==> images/flops_by_reg.png <==
(6 px per µm) Other sequential cells in the stronger grey, the rest of the logic in the fainter grey.
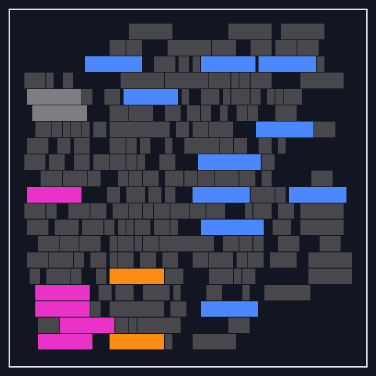
==> images/placement.png <==
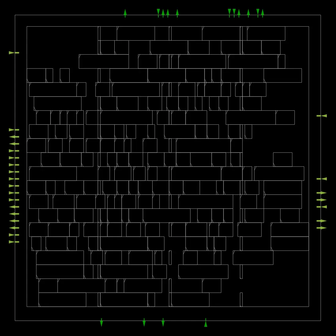
==> images/sizes.png <==
(6 px per µm)
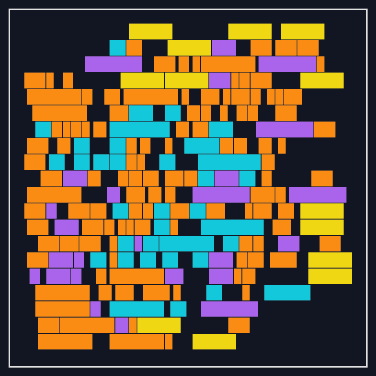
==> images/placement_by_type.png <==
(8 px per µm)
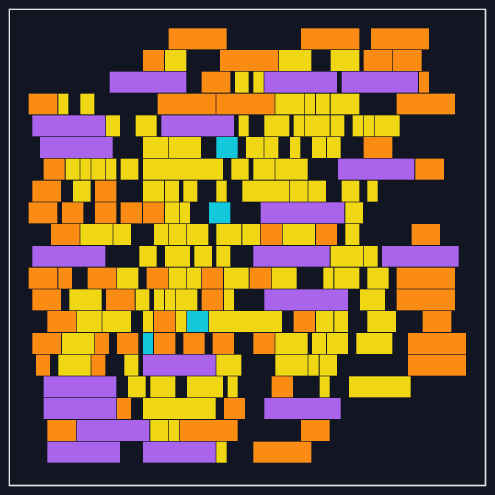
==> images/layer_met3.png <==
(4 px per µm)
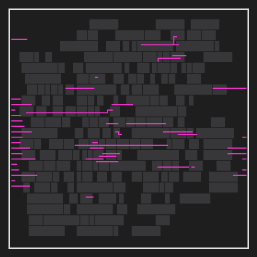
--- src/rtl/pc_ctrl_pkg.sv ---
`default_nettype none
// +----------------------------------------------------------------------+
// | pc_ctrl_pkg : shared states and widths for the PC/branch sequencer   |
// | Revision    : 1.0                                                    |
// +----------------------------------------------------------------------+
package pc_ctrl_pkg;

    localparam int KEY_W         = 5;
    localparam int LUT_W         = 8;
    localparam int KEY_BR_LO_DEF = 16;
    localparam int KEY_BR_HI_DEF = 30;

    typedef enum logic [1:0] {
        ST_IDLE   = 2'd0,
        ST_RUN    = 2'd1,
        ST_BRANCH = 2'd2,
        ST_DONE   = 2'd3
    } pc_state_t;

endpackage
`default_nettype wire

--- src/rtl/pc_next_calc.sv ---
`default_nettype none
// +----------------------------------------------------------------------+
// | pc_next_calc : sequential next-PC and wrap detection                 |
// | Revision     : 1.0                                                   |
// +----------------------------------------------------------------------+
module pc_next_calc #(
    parameter int PC_W = 10
) (
    input  logic [PC_W-1:0] pc,
    output logic [PC_W-1:0] pc_inc,
    output logic            at_max
);

    assign pc_inc = pc + PC_W'(1);
    assign at_max = &pc;

endmodule
`default_nettype wire

--- src/rtl/pc_branch_ctrl.sv ---
`default_nettype none
// +----------------------------------------------------------------------+
// | pc_branch_ctrl : fetch PC sequencer with external branch-target LUT  |
// | Revision       : 1.0                                                 |
// +----------------------------------------------------------------------+
module pc_branch_ctrl
    import pc_ctrl_pkg::*;
#(
    parameter int PC_W      = 10,
    parameter int START_PC  = 0,
    parameter int KEY_BR_LO = KEY_BR_LO_DEF,
    parameter int KEY_BR_HI = KEY_BR_HI_DEF
) (
    input  logic             clk,
    input  logic             reset_n,
    input  logic             start,
    input  logic             stall,
    input  logic             halt,
    input  logic             br_en,
    input  logic             br_taken,
    input  logic [KEY_W-1:0] br_key,
    output logic [KEY_W-1:0] lut_key,
    input  logic [LUT_W-1:0] lut_addr,
    output logic [PC_W-1:0]  pc,
    output logic             fetch_valid,
    output logic             busy,
    output logic             done,
    output logic             key_err,
    output logic             pc_ovf
);

    localparam logic [PC_W-1:0]  C_START_PC = START_PC[PC_W-1:0];
    localparam logic [KEY_W-1:0] C_KEY_LO   = KEY_BR_LO[KEY_W-1:0];
    localparam logic [KEY_W-1:0] C_KEY_HI   = KEY_BR_HI[KEY_W-1:0];

    pc_state_t        r_state, w_state_nxt;
    logic [PC_W-1:0]  r_pc, w_pc_nxt;
    logic [KEY_W-1:0] r_lut_key, w_lut_key_nxt;
    logic             r_key_err, w_key_err_nxt;
    logic             r_pc_ovf, w_pc_ovf_nxt;

    logic [PC_W-1:0]  w_pc_inc;
    logic             w_pc_at_max;
    logic             w_key_ok;
    logic             w_br_take;

    pc_next_calc #(
        .PC_W   (PC_W)
    ) u_next (
        .pc     (r_pc),
        .pc_inc (w_pc_inc),
        .at_max (w_pc_at_max)
    );

    assign w_key_ok  = (br_key >= C_KEY_LO) && (br_key <= C_KEY_HI);
    assign w_br_take = br_en && br_taken;

    always_comb begin
        w_state_nxt   = r_state;
        w_pc_nxt      = r_pc;
        w_lut_key_nxt = r_lut_key;
        w_key_err_nxt = r_key_err;
        w_pc_ovf_nxt  = r_pc_ovf;
        case (r_state)
            ST_IDLE, ST_DONE: begin
                if (start) begin
                    w_state_nxt   = ST_RUN;
                    w_pc_nxt      = C_START_PC;
                    w_key_err_nxt = 1'b0;
                    w_pc_ovf_nxt  = 1'b0;
                end
            end
            ST_RUN: begin
                if (stall) begin
                    w_state_nxt = ST_RUN;
                end else if (halt) begin
                    w_state_nxt = ST_DONE;
                end else if (w_br_take && w_key_ok) begin
                    w_lut_key_nxt = br_key;
                    w_state_nxt   = ST_BRANCH;
                end else begin
                    // A rejected key degrades to a not-taken branch
                    if (w_br_take) begin
                        w_key_err_nxt = 1'b1;
                    end
                    if (w_pc_at_max) begin
                        w_pc_ovf_nxt = 1'b1;
                        w_state_nxt  = ST_DONE;
                    end else begin
                        w_pc_nxt = w_pc_inc;
                    end
                end
            end
            ST_BRANCH: begin
                w_pc_nxt    = PC_W'(lut_addr);
                w_state_nxt = ST_RUN;
            end
            default: begin
                w_state_nxt = ST_IDLE;
            end
        endcase
    end

    always_ff @(posedge clk or negedge reset_n) begin
        if (!reset_n) begin
            r_state   <= ST_IDLE;
            r_pc      <= '0;
            r_lut_key <= '0;
            r_key_err <= 1'b0;
            r_pc_ovf  <= 1'b0;
        end else begin
            r_state   <= w_state_nxt;
            r_pc      <= w_pc_nxt;
            r_lut_key <= w_lut_key_nxt;
            r_key_err <= w_key_err_nxt;
            r_pc_ovf  <= w_pc_ovf_nxt;
        end
    end

    assign pc          = r_pc;
    assign lut_key     = r_lut_key;
    assign key_err     = r_key_err;
    assign pc_ovf      = r_pc_ovf;
    assign fetch_valid = (r_state == ST_RUN) && !stall;
    assign busy        = (r_state == ST_RUN) || (r_state == ST_BRANCH);
    assign done        = (r_state == ST_DONE);

endmodule
`default_nettype wire

--- config.mk ---
export PLATFORM = sky130hd
export DESIGN_NAME = pc_branch_ctrl
export DESIGN_NICKNAME = d
export VERILOG_FILES = /design/src/rtl/pc_ctrl_pkg.sv /design/src/rtl/pc_next_calc.sv /design/src/rtl/pc_branch_ctrl.sv
export SDC_FILE = /design/constraint.sdc
export NUM_CORES = 1
export LEC_CHECK = 0
export CORE_MARGIN = 2
export CORE_UTILIZATION = 41
export CTS_CLUSTER_DIAMETER = 60
export DETAILED_ROUTE_END_ITERATION = 12
export HOLD_SLACK_MARGIN = 0.08
export PLACE_DENSITY = 0.84
export RECOVER_POWER = 100
export SLEW_MARGIN = 0
export SYNTH_ARGS = -nofsm -noshare
export SYNTH_HDL_FRONTEND = slang
export SYNTH_SLANG_ARGS = --single-unit
--- constraint.sdc ---
create_clock -name clk -period 2 [get_ports clk]
set_clock_uncertainty 0.05 [all_clocks]
set_input_delay 0.4 -clock clk [delete_from_list [all_inputs] [get_ports clk]]
set_output_delay 0.4 -clock clk [all_outputs]
set_load 0.1 [all_outputs]
==> design notes <==
The proportion of total power due to net switching was 0.557; the switching power summed over all nets was 0.00152 W. The total congestion overflow came out at 0. The run gives 1090 µV as the largest vdd supply drop.

The tools report the count of yosys warnings during synthesis as 0. With the multi-input logic area at 782 µm², the mux contribution to synthesized area is 0.0627. With the DRC violation total after the first TritonRoute iteration at 54, the critical path buffer and inverter count is 3.

The length of the first detailed-routing pass in iterations is 4, and the number of hold violations in the final report is 0. The layout report lists the combined flip-flop and latch area as 490 µm². The critical path launch point type was a register. The die is 59.4 µm tall. The run gives 39 for the port buffer count. Setup repair after global routing could not meet its margin everywhere.

The synthesis run identifies the leading combinational cell family as AND-OR/OR-AND gates. Synthesis produced a netlist whose cell count is 132. With the post-synthesis sequential element count at 19, the max-capacitance violation count is 0. The simple-gate share of the synthesized area was 0.235; the clock period minus final worst setup slack was 1.93 ns. The tally of OpenROAD warnings was 30; the number of endpoints failing setup at the final stage was 0. The worst hold path belongs to the class register to register. The xor/xnor share of the synthesized area works out to 0. By startpoint and endpoint, the worst setup path is classified as register to output port.

Once detail routing completed, the nets flagged for antenna violations numbered 0. Looking at the critical path, the highest net fanout was 4. The analysis attributes to cell leakage a power of 0.838 nW.

TritonCTS built the clock tree. The cell sequence reported for the critical path is ha_4, buf_4, clkinvlp_4, buf_12. The setup TNS was 0 ns. The routed wire length was 3.76 mm. In this design, the largest share of critical-path delay is due to flip-flops.

After filler insertion, the fill cell instance count of the layout stands at 241. The part of the power in registers came out at 0.244. For this run, the post-layout net count is 217. The power per unit of standard cell area came out at 1350 nW/µm².

The largest single stage delay on the critical path is 0.44 ns. The flow ran to the end, and the final reports show no timing, DRC or antenna violations. Number of distinct standard cells referenced by the synthesized netlist: 46.

According to the floorplan report, the total die area is 3520 µm². Yosys reports a chip area of 1260 µm². For this run the detailed placement stage logged an HPWL of 2.91 mm.
Back to the opening pictures, flops_by_reg.png:
magenta -> lut_key  # flops 5, where bottom left
blue -> pc  # flops 10
orange -> r_state  # flops 2
not coloured = 2

Back to the opening pictures, placement.png:
final core occ: 0.675
n_taps: 33
register share of the cell area: 0.244
Site Rows: 20

Back to the opening pictures, sizes.png:
yellow -> _6 and larger  # cells 13, most used buf_12
orange -> _0 and _1 cells  # cells 119, most used clkdlybuf4s50_1
purple -> _2 cells  # cells 25, most used mux2_2
cyan -> _3 and _4 cells  # cells 35, most used buf_4

Back to the opening pictures, placement_by_type.png:
cyan -> clock drivers and dummy loads  # cells 4
purple -> flops  # cells 19
orange -> other buffers and delay cells  # cells 60
yellow -> combinational and other logic  # cells 109

Back to the opening pictures, layer_met3.png:
nets with wire on the layer = 41
wire length on this layer = 214 µm

## cell usage after synthesis (all sizes together) (2+ instances only)
cell type	instances	area (µm²)
a211o	2	17.5
a21oi	6	30.0
a22oi	2	15.0
a31oi	5	31.3
a32o	2	20.0
buf	2	12.5
clkbuf	2	8.75
dfrtp	19	475
ha	4	50.1
inv	6	22.5
mux2	7	78.8
nand2	12	45.0
nand2b	3	18.8
nand3	10	60.1
nand4	3	33.8
nor2	8	30.0
nor2b	3	18.8
nor3	2	21.3
o211ai	3	22.5
o21ai	8	43.8
o31ai	2	15.0
o41ai	2	17.5
or3	3	18.8
or4	2	18.8
## registers in the layout (all words and copies together) (netlist names)
signal   cells
r_state      2
lut_key      5
pc          10
pc_ovf       1
key_err      1
## final timing paths
check                           startpoint          to  slack [ns]  cells past startpoint
worst max-delay path            r_state[1]        busy        0.07                      4
worst min-delay path            lut_key[4]  lut_key[4]        0.44                      1
worst max register to register  r_state[1]       pc[7]        0.09                      6
worst min register to register  lut_key[4]  lut_key[4]        0.44                      1
max in group asynchronous          reset_n       pc[1]        0.31                      2
min in group asynchronous          reset_n       pc[5]        0.77                      2
## what timing repair did
action | 4_1_cts | 5_1_grt
setup buffers | 2 | 0
endpoints found under the hold margin | 0 | 0
endpoints found under the setup margin | 1 | 4
resized | 0 | 6
pin swaps | 0 | 1
cloned | 0 | 0
## power groups by stage
stage,Sequential [W],Combinational [W],Clock [W]
detailed placement,0.000671,0.00185,0
finish,0.000664,0.00185,0.000200
global route,0.000683,0.00193,0.000224
global placement,0.000665,0.00182,0
CTS,0.000662,0.00185,0.000207
floorplan,0.00133,0.000532,0
## stage by stage
stage          total power (W)   util  instance area, µm²  cells  worst slack [ns]
2_1_floorplan          0.00186      -                1290    132           -0.0570
4_1_cts                0.00272  0.667                1990    225            0.0104
3_3_place_gp           0.00249  0.653                1950    219           -0.0119
6_report               0.00272  0.675                2010    225            0.0696
3_5_place_dp           0.00252  0.653                1950    219           -0.0909
5_1_grt                0.00284  0.675                2010    225          -0.00911
## cell families after synthesis
family | Yosys count
buffers and inverters | 10
multiplexers | 7
flip-flops | 19
AND-OR/OR-AND | 42
AND/OR/NAND/NOR | 50
adder cells (fa/ha/maj) | 4
## layout by cell type (no fill, tap or decap), drive strengths merged, types with 4 or more instances in the layout
master,n
a21oi,6
a31oi,5
buf,35
clkbuf,10
clkdlybuf4s50,18
dfrtp,19
ha,4
inv,5
mux2,7
nand2,12
nand3,10
nor2,8
o21ai,8
## per-layer routing
metal / up-vias / track usage / share of wire
li1: 634 / - / -
met1: 654 / 0.289 / 0.41
met2: 63 / 0.407 / 0.51
met3: 10 / 0.0306 / 0.057
met4: 0 / 0.0909 / 0.019
met5: - / 0 / 0
## cell type report
type,count,share of cell area
clock buffers,4,0.0131
inverters,6,0.0131
multi-input cells,103,0.389
flip-flops and latches,19,0.244
well taps,33,0.0205
repair buffers,60,0.320
Power is estimated from default activity; no workload was simulated.
